## config.mk

```make
export PLATFORM = sky130hd
export DESIGN_NAME = division_unit
export DESIGN_NICKNAME = d
export VERILOG_FILES = /design/src/rtl/division_unit.sv
export SDC_FILE = /design/constraint.sdc
export NUM_CORES = 1
export LEC_CHECK = 0
export CORE_AREA = 3 3 151 153
export DETAILED_ROUTE_END_ITERATION = 10
export DIE_AREA = 0 0 154 156
export PLACE_DENSITY = 0.82
export SETUP_SLACK_MARGIN = 0.15
export SYNTH_ARGS = -nofsm -noshare
export SYNTH_HDL_FRONTEND = slang
export SYNTH_SLANG_ARGS = --single-unit
```

## constraint.sdc

```tcl
create_clock -name clock -period 7.4 [get_ports clock]
set_clock_uncertainty 0.2 [all_clocks]
set_input_delay 1.48 -clock clock [delete_from_list [all_inputs] [get_ports clock]]
set_output_delay 1.48 -clock clock [all_outputs]
set_load 0.005 [all_outputs]
```

## src/rtl/division_unit.sv

```systemverilog
// -----------------------------------------------------------------------------
// division_unit
//
// Multi-cycle radix-2 restoring integer divider, WIDTH-generic. Produces one
// quotient bit per clock. Supports unsigned and two's-complement operands,
// a busy/done handshake, divide-by-zero detection and asynchronous abort
// through reset_n.
//
// Ports
//   clock        rising-edge clock
//   reset_n      asynchronous active-low reset; clears all state and outputs
//   start        request, sampled when idle or in the completion cycle
//   signed_mode  1 = two's-complement operands, 0 = unsigned (sampled w/ start)
//   a, b         dividend / divisor (sampled with start)
//   q, r         registered quotient / remainder, held until next completion
//   busy         operation in progress (RUN or FIX)
//   done         one-cycle completion pulse; q/r/div_by_zero just updated
//   div_by_zero  registered; set on completion when the captured b was 0
//
// Latency: start sampled at edge k, q/r valid and done=1 from edge
// k+WIDTH+1. A zero divisor skips the iteration and completes at edge k+1.
// -----------------------------------------------------------------------------
module division_unit #(
    parameter int WIDTH = 32
) (
    input  logic             clock,
    input  logic             reset_n,
    input  logic             start,
    input  logic             signed_mode,
    input  logic [WIDTH-1:0] a,
    input  logic [WIDTH-1:0] b,
    output logic [WIDTH-1:0] q,
    output logic [WIDTH-1:0] r,
    output logic             busy,
    output logic             done,
    output logic             div_by_zero
);

    localparam int CW = $clog2(WIDTH + 1);

    typedef enum logic [1:0] {
        IDLE = 2'd0,
        RUN  = 2'd1,
        FIX  = 2'd2,
        DONE = 2'd3
    } state_t;

    state_t state_q, state_d;

    // Iteration datapath: rem holds the partial remainder, dvd starts as the
    // dividend magnitude and fills up with quotient bits from the LSB side.
    logic [WIDTH-1:0] rem_q, rem_d;
    logic [WIDTH-1:0] dvd_q, dvd_d;
    logic [WIDTH-1:0] dvs_q, dvs_d;
    logic [WIDTH-1:0] a_raw_q, a_raw_d;   // raw dividend, returned as r on /0
    logic [CW-1:0]    cnt_q, cnt_d;

    // Captured operation attributes.
    logic sm_q, sm_d;      // signed mode
    logic sa_q, sa_d;      // sign of a
    logic sb_q, sb_d;      // sign of b
    logic zero_q, zero_d;  // divisor was zero

    // Result registers.
    logic [WIDTH-1:0] q_q, q_d;
    logic [WIDTH-1:0] r_q, r_d;
    logic             dbz_q, dbz_d;

    // Operand conditioning at capture time.
    logic             a_neg, b_neg;
    logic [WIDTH-1:0] a_mag, b_mag;

    // Restoring step.
    logic [WIDTH:0]   shifted;
    logic [WIDTH:0]   trial;
    logic             last_step;

    always_comb begin
        a_neg = signed_mode & a[WIDTH-1];
        b_neg = signed_mode & b[WIDTH-1];
        // The most-negative value negates to itself, which is its correct
        // unsigned magnitude; overflow cases therefore need no special path.
        a_mag = a_neg ? (~a + 1'b1) : a;
        b_mag = b_neg ? (~b + 1'b1) : b;
    end

    always_comb begin
        // {rem, dvd} shifted left by one; only the top WIDTH+1 bits matter for
        // the trial subtraction. shifted < 2*divisor, so the sign of the
        // WIDTH+1-bit difference is exact.
        shifted   = {rem_q, dvd_q[WIDTH-1]};
        trial     = shifted - {1'b0, dvs_q};
        last_step = (cnt_q == CW'(WIDTH - 1));
    end

    // -------------------------------------------------------------------------
    // Next-state and datapath logic
    // -------------------------------------------------------------------------
    always_comb begin
        state_d = state_q;
        rem_d   = rem_q;
        dvd_d   = dvd_q;
        dvs_d   = dvs_q;
        a_raw_d = a_raw_q;
        cnt_d   = cnt_q;
        sm_d    = sm_q;
        sa_d    = sa_q;
        sb_d    = sb_q;
        zero_d  = zero_q;
        q_d     = q_q;
        r_d     = r_q;
        dbz_d   = dbz_q;

        case (state_q)
            IDLE, DONE: begin
                state_d = IDLE;
                if (start) begin
                    sm_d    = signed_mode;
                    sa_d    = a_neg;
                    sb_d    = b_neg;
                    zero_d  = (b == '0);
                    dvd_d   = a_mag;
                    dvs_d   = b_mag;
                    a_raw_d = a;
                    rem_d   = '0;
                    cnt_d   = '0;
                    // A zero divisor bypasses the iteration: one busy cycle,
                    // then the completion cycle loads the /0 result.
                    state_d = (b == '0) ? FIX : RUN;
                end
            end

            RUN: begin
                if (!trial[WIDTH]) begin
                    rem_d = trial[WIDTH-1:0];
                    dvd_d = {dvd_q[WIDTH-2:0], 1'b1};
                end else begin
                    rem_d = shifted[WIDTH-1:0];
                    dvd_d = {dvd_q[WIDTH-2:0], 1'b0};
                end
                cnt_d = cnt_q + 1'b1;
                if (last_step) begin
                    state_d = FIX;
                end
            end

            FIX: begin
                if (zero_q) begin
                    q_d   = '1;
                    r_d   = a_raw_q;
                    dbz_d = 1'b1;
                end else begin
                    // Truncating division: quotient negative when the operand
                    // signs differ, remainder follows the dividend's sign.
                    q_d   = (sm_q && (sa_q != sb_q)) ? (~dvd_q + 1'b1) : dvd_q;
                    r_d   = (sm_q && sa_q) ? (~rem_q + 1'b1) : rem_q;
                    dbz_d = 1'b0;
                end
                state_d = DONE;
            end

            default: begin
                state_d = IDLE;
            end
        endcase
    end

    // -------------------------------------------------------------------------
    // State and datapath registers
    // -------------------------------------------------------------------------
    always_ff @(posedge clock or negedge reset_n) begin
        if (!reset_n) begin
            state_q <= IDLE;
            rem_q   <= '0;
            dvd_q   <= '0;
            dvs_q   <= '0;
            a_raw_q <= '0;
            cnt_q   <= '0;
            sm_q    <= 1'b0;
            sa_q    <= 1'b0;
            sb_q    <= 1'b0;
            zero_q  <= 1'b0;
            q_q     <= '0;
            r_q     <= '0;
            dbz_q   <= 1'b0;
        end else begin
            state_q <= state_d;
            rem_q   <= rem_d;
            dvd_q   <= dvd_d;
            dvs_q   <= dvs_d;
            a_raw_q <= a_raw_d;
            cnt_q   <= cnt_d;
            sm_q    <= sm_d;
            sa_q    <= sa_d;
            sb_q    <= sb_d;
            zero_q  <= zero_d;
            q_q     <= q_d;
            r_q     <= r_d;
            dbz_q   <= dbz_d;
        end
    end

    // Handshake outputs decode directly from the state register, so they are
    // glitch-free and mutually exclusive by construction.
    assign busy        = (state_q == RUN) || (state_q == FIX);
    assign done        = (state_q == DONE);
    assign q           = q_q;
    assign r           = r_q;
    assign div_by_zero = dbz_q;

endmodule

```

Figure 1. Metal layers overlaid.
(2 px per um)
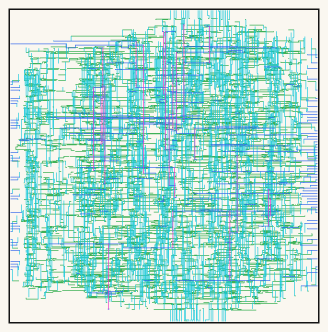
| color | layer | wire length |
|---|---|---|
| magenta | metal 4 | 694 um |
| blue | metal 3 | 1880 um |
| cyan | metal 2 | 15500 um |
| green | metal 1 | 13700 um |

==> job_summary.md <==
## Implementation flow summary

| Metric | Value |
|---|---|
| Aoi share | `between 10% and 20%` |
| RD Place Congestion | `approximately 1` |
| Synth logic family | `AND-OR/OR-AND gates` |
| Yosys stat cell total | `roughly 1500` |
| DRT Pass-1 Iters | `5` |
| Post-layout min period | `between 4 and 5 ns` |
| Total GRT Usage | `a little over a quarter` |
| Initial antenna violation count | `0` |
| Clk pwr share | `21.5%` |
| Root Driver | `clkbuf_16` |
| Fin. max-slew vios | `0` |
| Distinct cells, synth | `approximately 73` |
| Simple Share, Synth | `between 10% and 20%` |
| Synthesized Nets | `between 1500 and 2000` |
| Cts-stage hold buffer count | `0` |
| Worst Tran Pin Value | `roughly 1 ns` |
| Most utilized layer in the global route result | `met2` |
| Critical Path Start | `b[4]` |
| Starting Density | `59.3%` |
| Reg clk slew, reported paths | `~0.060 ns` |
| XOR Share, Synth | `between 10% and 20%` |
| Largest area contributor in the netlist | `dfrtp_1` |
| Layout Cells excl Fill | `~1900` |
| Initial drt markers | `~750` |
| Hold Startpoint | `dvs_q[26]$_DFFE_PN0P_` |
| Post-synth top cells | `dfrtp_1, nand2_1, o21ai_0` |
| Fmax | `~220 MHz` |
| Total power after layout | `roughly 0.0057 W` |
| Delay-heaviest family, CP | `simple AND/OR/NAND/NOR gates` |
| Flop share of the area | `between 30% and 40%` |
| Critical path buffer and inverter count | `1` |
| Vias per cell | `~5.9` |
| Status | `finished clean` |
| FP Rows | `around 54` |
| P_seq | `between 0.0015 and 0.002 W` |
| Worst r2r src | `dvd_q[31]$_DFFE_PN0P_` |
| Share of layout cells above drive strength 1 | `a little over 8%` |
| First-pass GRT wire length | `roughly 52000 um` |
| Mux area share | `between 5 and 6%` |
| Setup TNS | `0 ns` |
| CP max stage delay | `between 0.7 and 0.8 ns` |
| CP Class | `in -> reg` |
| Max stage delay cell, worst path | `nor4b_1` |
| H-tree levels | `1` |
| Log Warnings | `30` |
| Main power group | `combinational cells` |
| Final WL | `around 32000 um` |
| Area Overhead vs Synth | `18.0%` |
| Dominant class by area | `multi-input combinational cells` |
| Crit-path most repeated cell | `nand2_1` |
| ANT nets after route | `0` |
| Routed len/inst | `between 15 and 20 um` |
| Worst hold path endpoint | `dvs_q[26]$_DFFE_PN0P_` |
| Crit. End Element | `flop` |
| VDD IR-drop max | `around 0.19 mV` |
| # placed instances | `1820` |
| Chip Area, Yosys | `approximately 0.013 mm2` |
| Core area | `approximately 0.022 mm2` |
| Logic pwr share | `45.3%` |
| Largest net degree at the start of global routing | `124` |
| Top FF cell, synth | `dfrtp_1` |
| Filler cell count | `approximately 1700` |
| Data arrival, critical path | `about 4.8 ns` |
| Antenna cells | `0` |
| Final setup vio count | `0` |
| EDFF count, synth | `0` |
| Switching share of power | `between 30% and 40%` |
| Pleak | `around 6.5 nW` |
| Clock Power | `about 0.0012 W` |
| DP Worst Slack | `2.41 ns` |
| Final Hold Viols | `0` |
| Ports | `between 100 and 150` |
| Max-area cell share | `between 30% and 40%` |
| Congestion Overflow GR | `0` |
| Clock buffers | `35` |
| Met1 Wirelength | `approximately 14000 um` |
| Routed wl met3 | `between 1500 and 2000 um` |
| Synth top cell by count | `dfrtp_1` |
| Reg2reg end | `rem_q[0]$_DFFE_PN0P_` |
| Met2 Resource Use GR | `45.4%` |
| Clk cell area share | `5.44%` |
| Worst Reg2Reg Path Length in Cells | `12` |
| Post-DP HPWL | `about 23000 um` |
Figure 2. Pin placement.
(2 px per um) Pins as bars across the die edge, other pins in gray.
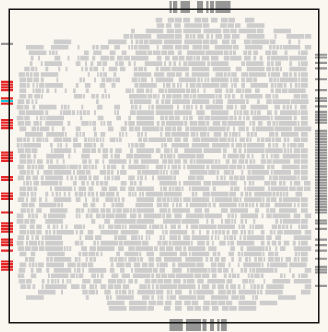
| color | port | pins | direction | edge |
|---|---|---|---|---|
| cyan | signed_mode | 1 | input | left |
| red | b | 32 | input | left |
all pins by edge: 56 right, 34 left, 23 bottom, 22 top
Die W: 154 um
die extent in y: 156 um
input/output buffers: 134

No activity file was given, so power comes from the tool's default toggle rates.
